PDN straps and rails:
Drawn at 1 px/um. Pins as bars on the die edge.
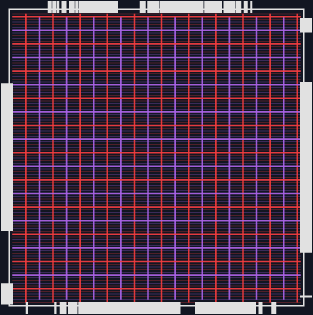
Where the registers sit:
Drawn at 1 px/um. Other sequential cells in the stronger gray, the rest of the logic in the fainter gray.
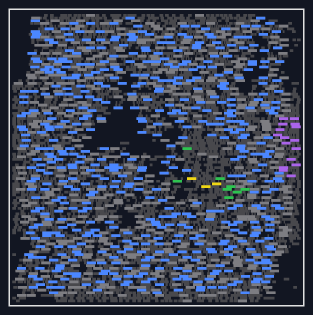
Cell area per tile:
Drawn at 1 px/um. 29 x 30 tiles, from black (low) to pale yellow (high), 0 to 100% covered.
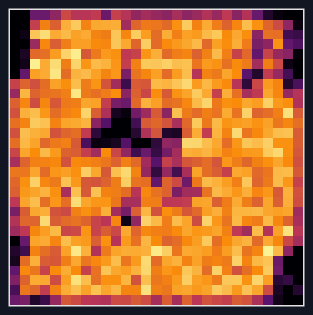
Clock routing:
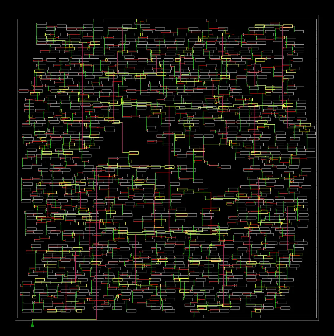
File: src/rtl/packer.sv
// -----------------------------------------------------------------------------
// packer
//
// Packs a stream of narrow beats (INPUT_WIDTH bits each) into wide output
// words (OUTPUT_WIDTH bits, MAX_CNT lanes). The first beat of a word lands in
// lane 0 (bits [INPUT_WIDTH-1:0]). A word is emitted when all lanes are filled
// or when a beat arrives with in_last set. Unfilled lanes are zero and are
// flagged as invalid in out_keep. OUTPUT_WIDTH must be an integer multiple of
// INPUT_WIDTH.
//
// The output register supports zero-bubble operation. A new word may replace
// the one being transferred in the same cycle, so with out_ready held high the
// packer sustains one beat per cycle.
//
// Ports
//   clk        in   clock, all state on rising edge
//   rst_n      in   asynchronous active-low reset
//   clear      in   synchronous discard of all held data (highest priority)
//   in_data    in   narrow data beat
//   in_valid   in   in_data valid
//   in_last    in   beat closes a stream (qualified by in_valid)
//   in_ready   out  beat is accepted this cycle when in_valid is high
//   out_data   out  packed word (registered)
//   out_keep   out  per-lane valid mask
//   out_last   out  word closes a stream
//   out_valid  out  out_data valid
//   out_ready  in   downstream accepts word
//   word_cnt   out  output words transferred since reset/clear (wraps)
// -----------------------------------------------------------------------------
module packer #(
  parameter int INPUT_WIDTH  = 64,
  parameter int OUTPUT_WIDTH = 512,
  parameter int MAX_CNT      = OUTPUT_WIDTH / INPUT_WIDTH
) (
  input  logic                    clk,
  input  logic                    rst_n,
  input  logic                    clear,
  input  logic [INPUT_WIDTH-1:0]  in_data,
  input  logic                    in_valid,
  input  logic                    in_last,
  output logic                    in_ready,
  output logic [OUTPUT_WIDTH-1:0] out_data,
  output logic [MAX_CNT-1:0]      out_keep,
  output logic                    out_last,
  output logic                    out_valid,
  input  logic                    out_ready,
  output logic [15:0]             word_cnt
);

  localparam int CNT_W = (MAX_CNT > 1) ? $clog2(MAX_CNT) : 1;
  localparam logic [CNT_W-1:0] LAST_LANE = CNT_W'(MAX_CNT - 1);

  // FILL collects beats. FLUSH holds a finished partial word (always a stream
  // end) until the output register frees up. No beats are accepted in FLUSH.
  typedef enum logic {
    S_FILL  = 1'b0,
    S_FLUSH = 1'b1
  } state_e;

  state_e                  state_q, state_d;
  logic [CNT_W-1:0]        cnt_q, cnt_d;
  logic [OUTPUT_WIDTH-1:0] acc_q, acc_d;
  logic [MAX_CNT-1:0]      mask_q, mask_d;
  logic [OUTPUT_WIDTH-1:0] out_data_q, out_data_d;
  logic [MAX_CNT-1:0]      out_keep_q, out_keep_d;
  logic                    out_last_q, out_last_d;
  logic                    out_valid_q, out_valid_d;
  logic [15:0]             word_cnt_q, word_cnt_d;

  logic                    out_free;
  logic                    accept;
  logic                    xfer;
  logic                    completing;
  logic [OUTPUT_WIDTH-1:0] acc_lane;
  logic [MAX_CNT-1:0]      mask_lane;
  logic                    load;
  logic [OUTPUT_WIDTH-1:0] load_data;
  logic [MAX_CNT-1:0]      load_keep;
  logic                    load_last;

  // The output slot can take a new word if it is empty or is being drained
  // this very cycle.
  assign out_free   = !out_valid_q || out_ready;
  assign in_ready   = (state_q == S_FILL) && ((cnt_q != LAST_LANE) || out_free);
  assign accept     = in_valid && in_ready;
  assign xfer       = out_valid_q && out_ready;
  assign completing = accept && ((cnt_q == LAST_LANE) || in_last);

  // Accumulator and mask with the current beat merged into lane cnt.
  always_comb begin
    acc_lane  = acc_q;
    mask_lane = mask_q;
    acc_lane[int'(cnt_q) * INPUT_WIDTH +: INPUT_WIDTH] = in_data;
    mask_lane[cnt_q] = 1'b1;
  end

  // NOTE: every signal driven here gets a default first, so no path through
  // the case/if tree can leave one unassigned and infer a latch.
  always_comb begin
    state_d     = state_q;
    cnt_d       = cnt_q;
    acc_d       = acc_q;
    mask_d      = mask_q;
    out_data_d  = out_data_q;
    out_keep_d  = out_keep_q;
    out_last_d  = out_last_q;
    out_valid_d = out_valid_q && !xfer;
    word_cnt_d  = xfer ? word_cnt_q + 16'd1 : word_cnt_q;
    load        = 1'b0;
    load_data   = acc_lane;
    load_keep   = mask_lane;
    load_last   = in_last;

    case (state_q)
      S_FILL: begin
        if (accept) begin
          if (!completing) begin
            acc_d  = acc_lane;
            mask_d = mask_lane;
            cnt_d  = cnt_q + CNT_W'(1);
          end else if (out_free) begin
            load = 1'b1;
          end else begin
            // Stream ended early while the previous word is still stalled.
            // Park the partial word; it goes out as a stream end later.
            acc_d   = acc_lane;
            mask_d  = mask_lane;
            state_d = S_FLUSH;
          end
        end
      end
      S_FLUSH: begin
        if (out_free) begin
          load      = 1'b1;
          load_data = acc_q;
          load_keep = mask_q;
          load_last = 1'b1;
          state_d   = S_FILL;
        end
      end
      default: state_d = S_FILL;
    endcase

    if (load) begin
      out_data_d  = load_data;
      out_keep_d  = load_keep;
      out_last_d  = load_last;
      out_valid_d = 1'b1;
      cnt_d       = '0;
      acc_d       = '0;
      mask_d      = '0;
    end

    // clear wins over everything, including a beat or transfer this cycle.
    // out_data is not cleared; out_valid low makes it meaningless.
    if (clear) begin
      state_d     = S_FILL;
      cnt_d       = '0;
      acc_d       = '0;
      mask_d      = '0;
      out_keep_d  = '0;
      out_last_d  = 1'b0;
      out_valid_d = 1'b0;
      word_cnt_d  = '0;
    end
  end

  // NOTE: state registers use non-blocking assignments so every flop samples
  // the pre-edge values; next-state logic above uses blocking assignments.
  // NOTE: the accumulator is a plain register bank, not a memory, so it is
  // reset like the rest; a reset mid-stream must drop any partial word.
  always_ff @(posedge clk or negedge rst_n) begin
    if (!rst_n) begin
      state_q     <= S_FILL;
      cnt_q       <= '0;
      acc_q       <= '0;
      mask_q      <= '0;
      out_data_q  <= '0;
      out_keep_q  <= '0;
      out_last_q  <= 1'b0;
      out_valid_q <= 1'b0;
      word_cnt_q  <= '0;
    end else begin
      state_q     <= state_d;
      cnt_q       <= cnt_d;
      acc_q       <= acc_d;
      mask_q      <= mask_d;
      out_data_q  <= out_data_d;
      out_keep_q  <= out_keep_d;
      out_last_q  <= out_last_d;
      out_valid_q <= out_valid_d;
      word_cnt_q  <= word_cnt_d;
    end
  end

  assign out_data  = out_data_q;
  assign out_keep  = out_keep_q;
  assign out_last  = out_last_q;
  assign out_valid = out_valid_q;
  assign word_cnt  = word_cnt_q;

endmodule

File: config.mk
export PLATFORM = sky130hd
export DESIGN_NAME = packer
export DESIGN_NICKNAME = d
export VERILOG_FILES = /design/src/rtl/packer.sv
export SDC_FILE = /design/constraint.sdc
export NUM_CORES = 2
export LEC_CHECK = 0
export CORE_AREA = 2 2 291 293
export DETAILED_ROUTE_END_ITERATION = 16
export DIE_AREA = 0 0 293 295
export PLACE_DENSITY = 0.79
export SYNTH_ARGS = -nofsm -noshare
export SYNTH_HDL_FRONTEND = slang
export SYNTH_SLANG_ARGS = --single-unit
File: constraint.sdc
create_clock -name clk -period 3.7 [get_ports clk]
set_input_delay 0.37 -clock clk [delete_from_list [all_inputs] [get_ports clk]]
set_output_delay 0.37 -clock clk [all_outputs]
set_load 0.005 [all_outputs]
==> impl_metrics.env <==
# implementation run metrics
export IMPL_p_comb_frac=0.144
export IMPL_criticalPathCategory="flip-flop to flip-flop"
export IMPL_fp_row_count=106
export IMPL_worst_setup_path_start_kind="flip-flop"
export IMPL_port_buffers=608
export IMPL_sh_comb_area=0.2939
export IMPL_synth_edff_count=0
export IMPL_grt_max_degree=132
export IMPL_hold_class="input pin to asynchronous set/reset pin"
export IMPL_clock_buffers=149
export IMPL_syn_mean_instance_area_sq_um=10.34
export IMPL_p_int_mw=20.91
export IMPL_clockPowerShare=0.401
export IMPL_path_clk_slew_ns=0.07
export IMPL_wl_met1_mm=62.12
export IMPL_postCtsHoldBufs=1
export IMPL_required_ns=4.30
export IMPL_antenna_found_initial=7
export IMPL_p_per_area_mw_per_mm2=508.1
export IMPL_highest_layer="met5"
export IMPL_grt_pass1_vias=38830
export IMPL_mi_logic_area_sq_mm=0.01652
export IMPL_whs_ns=0.2860
export IMPL_n_all_buffers=731
export IMPL_via_per_inst=6.761
export IMPL_tapCellCount=1080
export IMPL_nFillCells=6273
export IMPL_drv_slew=0
export IMPL_rrSetupSlack_ns=0.28
export IMPL_antenna_cells=2
export IMPL_synth_area_sq_mm=0.04537
export IMPL_setup_viol_count_final=0
export IMPL_ys_chip_area_sq_mm=0.04537
export IMPL_ys_cells=4387
export IMPL_htree_levels=3
export IMPL_drv_cap=0
export IMPL_setup_slack_ns=0.2762
export IMPL_hold_viol=0
export IMPL_min_period_over_period=0.9254
export IMPL_tool_warnings=43
export IMPL_fin_tns_setup_ns=0
export IMPL_syn_nets=4465
export IMPL_r2r_start="cnt_q[1]"
export IMPL_reg2reg_to="acc_q[78]"
export IMPL_sw_frac_of_total=0.2677
export IMPL_synthArstFlopShare=1.000
export IMPL_drive_gt1_frac=0.09097
export IMPL_top_area_frac=0.5858
export IMPL_pg_seq_mw=13.0
export IMPL_ys_seq_frac=0.5858
export IMPL_fin_area_sq_mm=0.05620
export IMPL_layout_nonclk_buf_frac=0.1334
export IMPL_cts_root_buf="clkbuf_16"
export IMPL_power_leakage_nw=22.99
export IMPL_max_freq_mhz=292.1
export IMPL_topCellsByArea="dfrtp_1 (59%), a21oi_1 (5.0%), nand2_1 (4.4%), o2bb2ai_1 (3.5%), nor2_1 (2.9%)"
export IMPL_drt_iter0_drc=4954
export IMPL_nets=4822
export IMPL_power_switching_mw=7.642
export IMPL_track_usage=0.3849
export IMPL_dpl_instance_area_sq_mm=0.05249
export IMPL_outcome="complete, no violations"
export IMPL_grt_use_met1=0.5081
export IMPL_cp_end_kind="flip-flop"
export IMPL_finalWirelength_mm=168.6
export IMPL_grtUsageMet3=0.09224
export IMPL_ctsResizeCount=0
export IMPL_num_io_pins=609
export IMPL_fin_crit_ns=3.424
export IMPL_die_area_sq_mm=0.08644
export IMPL_synthCells=4387
export IMPL_wl_met2_mm=73.85
export IMPL_wl_met3_mm=18.21
export IMPL_rsz0062_at_grt="false"
export IMPL_wl_per_cell_um=28.49
export IMPL_ant_nets=0
export IMPL_vias=40020
export IMPL_p_seq_frac=0.454
export IMPL_flop_area_sq_mm=0.02658
export IMPL_endpoint="acc_q[78]"
export IMPL_ys_types=78
export IMPL_mostFrequentLayoutCells="dfrtp_1 (1062), clkdlybuf4s50_1 (606), nand2_1 (535), a21oi_1 (451), nor2_1 (343)"
export IMPL_cts_max_path_buffers=3
export IMPL_gp_congestion=0.9391
export IMPL_worstPathMaxFanout=58
export IMPL_yosysWarnings=0
export IMPL_startpoint="cnt_q[1]"
export IMPL_comb_power_mw=4.13
export IMPL_top_area_cell="dfrtp_1"
export IMPL_power_mw=28.55
export IMPL_lay_top_count="dfrtp_1"
export IMPL_pg_clk_mw=11.5
export IMPL_first_pass_iters=8
export IMPL_cts_tree="built"
export IMPL_dominant_cells="registers"
export IMPL_grt_overflow=0
export IMPL_worstPathArrival_ns=4.02
export IMPL_ys_flops=1062
export IMPL_dp_cells=5714
export IMPL_fin_cells=5919
export IMPL_slew_headroom=0.1049
export IMPL_seq_share=0.4729
export IMPL_gr_usage_met2=0.5634
export IMPL_cts_setup_buffers=0
export IMPL_grt_pass1_wl_mm=251.5
export IMPL_dpl_hpwl_mm=104.8
export IMPL_multiInputCombCellCount=2693
export IMPL_reg2reg_depth=8
export IMPL_num_nonclk_inverters=149
export IMPL_top_usage_layer="met2"
export IMPL_clockNetworkAreaShare=0.06570
Notes on 'PDN straps and rails' above:
[VSS] red
[VDD] purple
rows: 106
met1 rails: 107
signal pins: 609
met4 straps: 21
Core Box Area: 0.08316 sq mm
Die Ht: 295 um
Die Width: 293 um
Peak VDD IR: 0.4955 mV

Notes on 'where the registers sit' above:
[acc_q] blue | sequential cells: 512 | where: widely spread
[mask_q] green | sequential cells: 8 | where: right middle
[word_cnt] purple | sequential cells: 16 | where: right middle
[cnt_q] yellow | sequential cells: 3

Notes on 'cell area per tile' above:
mean over tiles: 63%
fullest tile: 97%
nearly empty tiles: 3.7%
tiles over 75% full: 38%
Post-Route Utilization: 0.6758
Starting Density: 0.5456

Notes on 'clock routing' above:
seq_cells: 1062
total CTS buffers: 107
clk_lat worst skew: 0.68 ns
Layout Skew: 0.01963 ns
clk sinks: 1062

-- flip-flops by register name, summed over array words and instances, names as in the netlist --
name	flops
state_q	1
acc_q	512
word_cnt	16
out_data	512
cnt_q	3
out_keep	8
out_last	1
mask_q	8
out_valid	1
-- how the worst min path moves through the flow --
stage / cells after the start / startpoint / end / slack [ns]
after floorplan: 0 / rst_n / acc_q[0] / 0.07
after global placement: 1 / rst_n / out_data[123] / 0.41
after detailed placement: 1 / rst_n / out_data[123] / 0.41
after CTS: 3 / clear / word_cnt[0] / 0.31
after global routing: 3 / clear / word_cnt[5] / 0.33
final: 2 / rst_n / out_data[123] / 0.29
-- cell families (layout without fill, tap and decap cells) --
group	Yosys count	count (layout)	share of synthesized area
buf+inv	632	1082	0.05775
flops	1062	1062	0.5858
simple gates	1223	1223	0.1144
mux	1	1	0.0002482
xor+xnor	12	12	0.002317
fa+ha+maj	8	8	0.002206
compound gates	1449	1449	0.2373
other cells	0	2	0
-- critical path: stages (launching register included) --
cell and delay [ns]:
dfrtp_1 0.48, ha_1 0.25, ha_1 0.30, or3b_1 0.59, a21oi_4 0.56, buf_4 0.33, nand3_2 0.13, buf_4 0.39
o2bb2ai_1 0.26
-- synthesized netlist by cell type, types with 26 or more instances --
cell / instances
o21ai_0: 57
o2bb2ai_1: 181
a21oi_1: 453
clkbuf_1: 273
buf_2: 141
o32ai_1: 60
nand3_1: 249
inv_1: 146
o221a_2: 58
a221o_1: 109
a22o_1: 83
dfrtp_1: 1062
a32o_1: 89
a31oi_1: 181
buf_1: 54
nor2_1: 347
o221ai_1: 64
and3_1: 26
nand2_1: 535
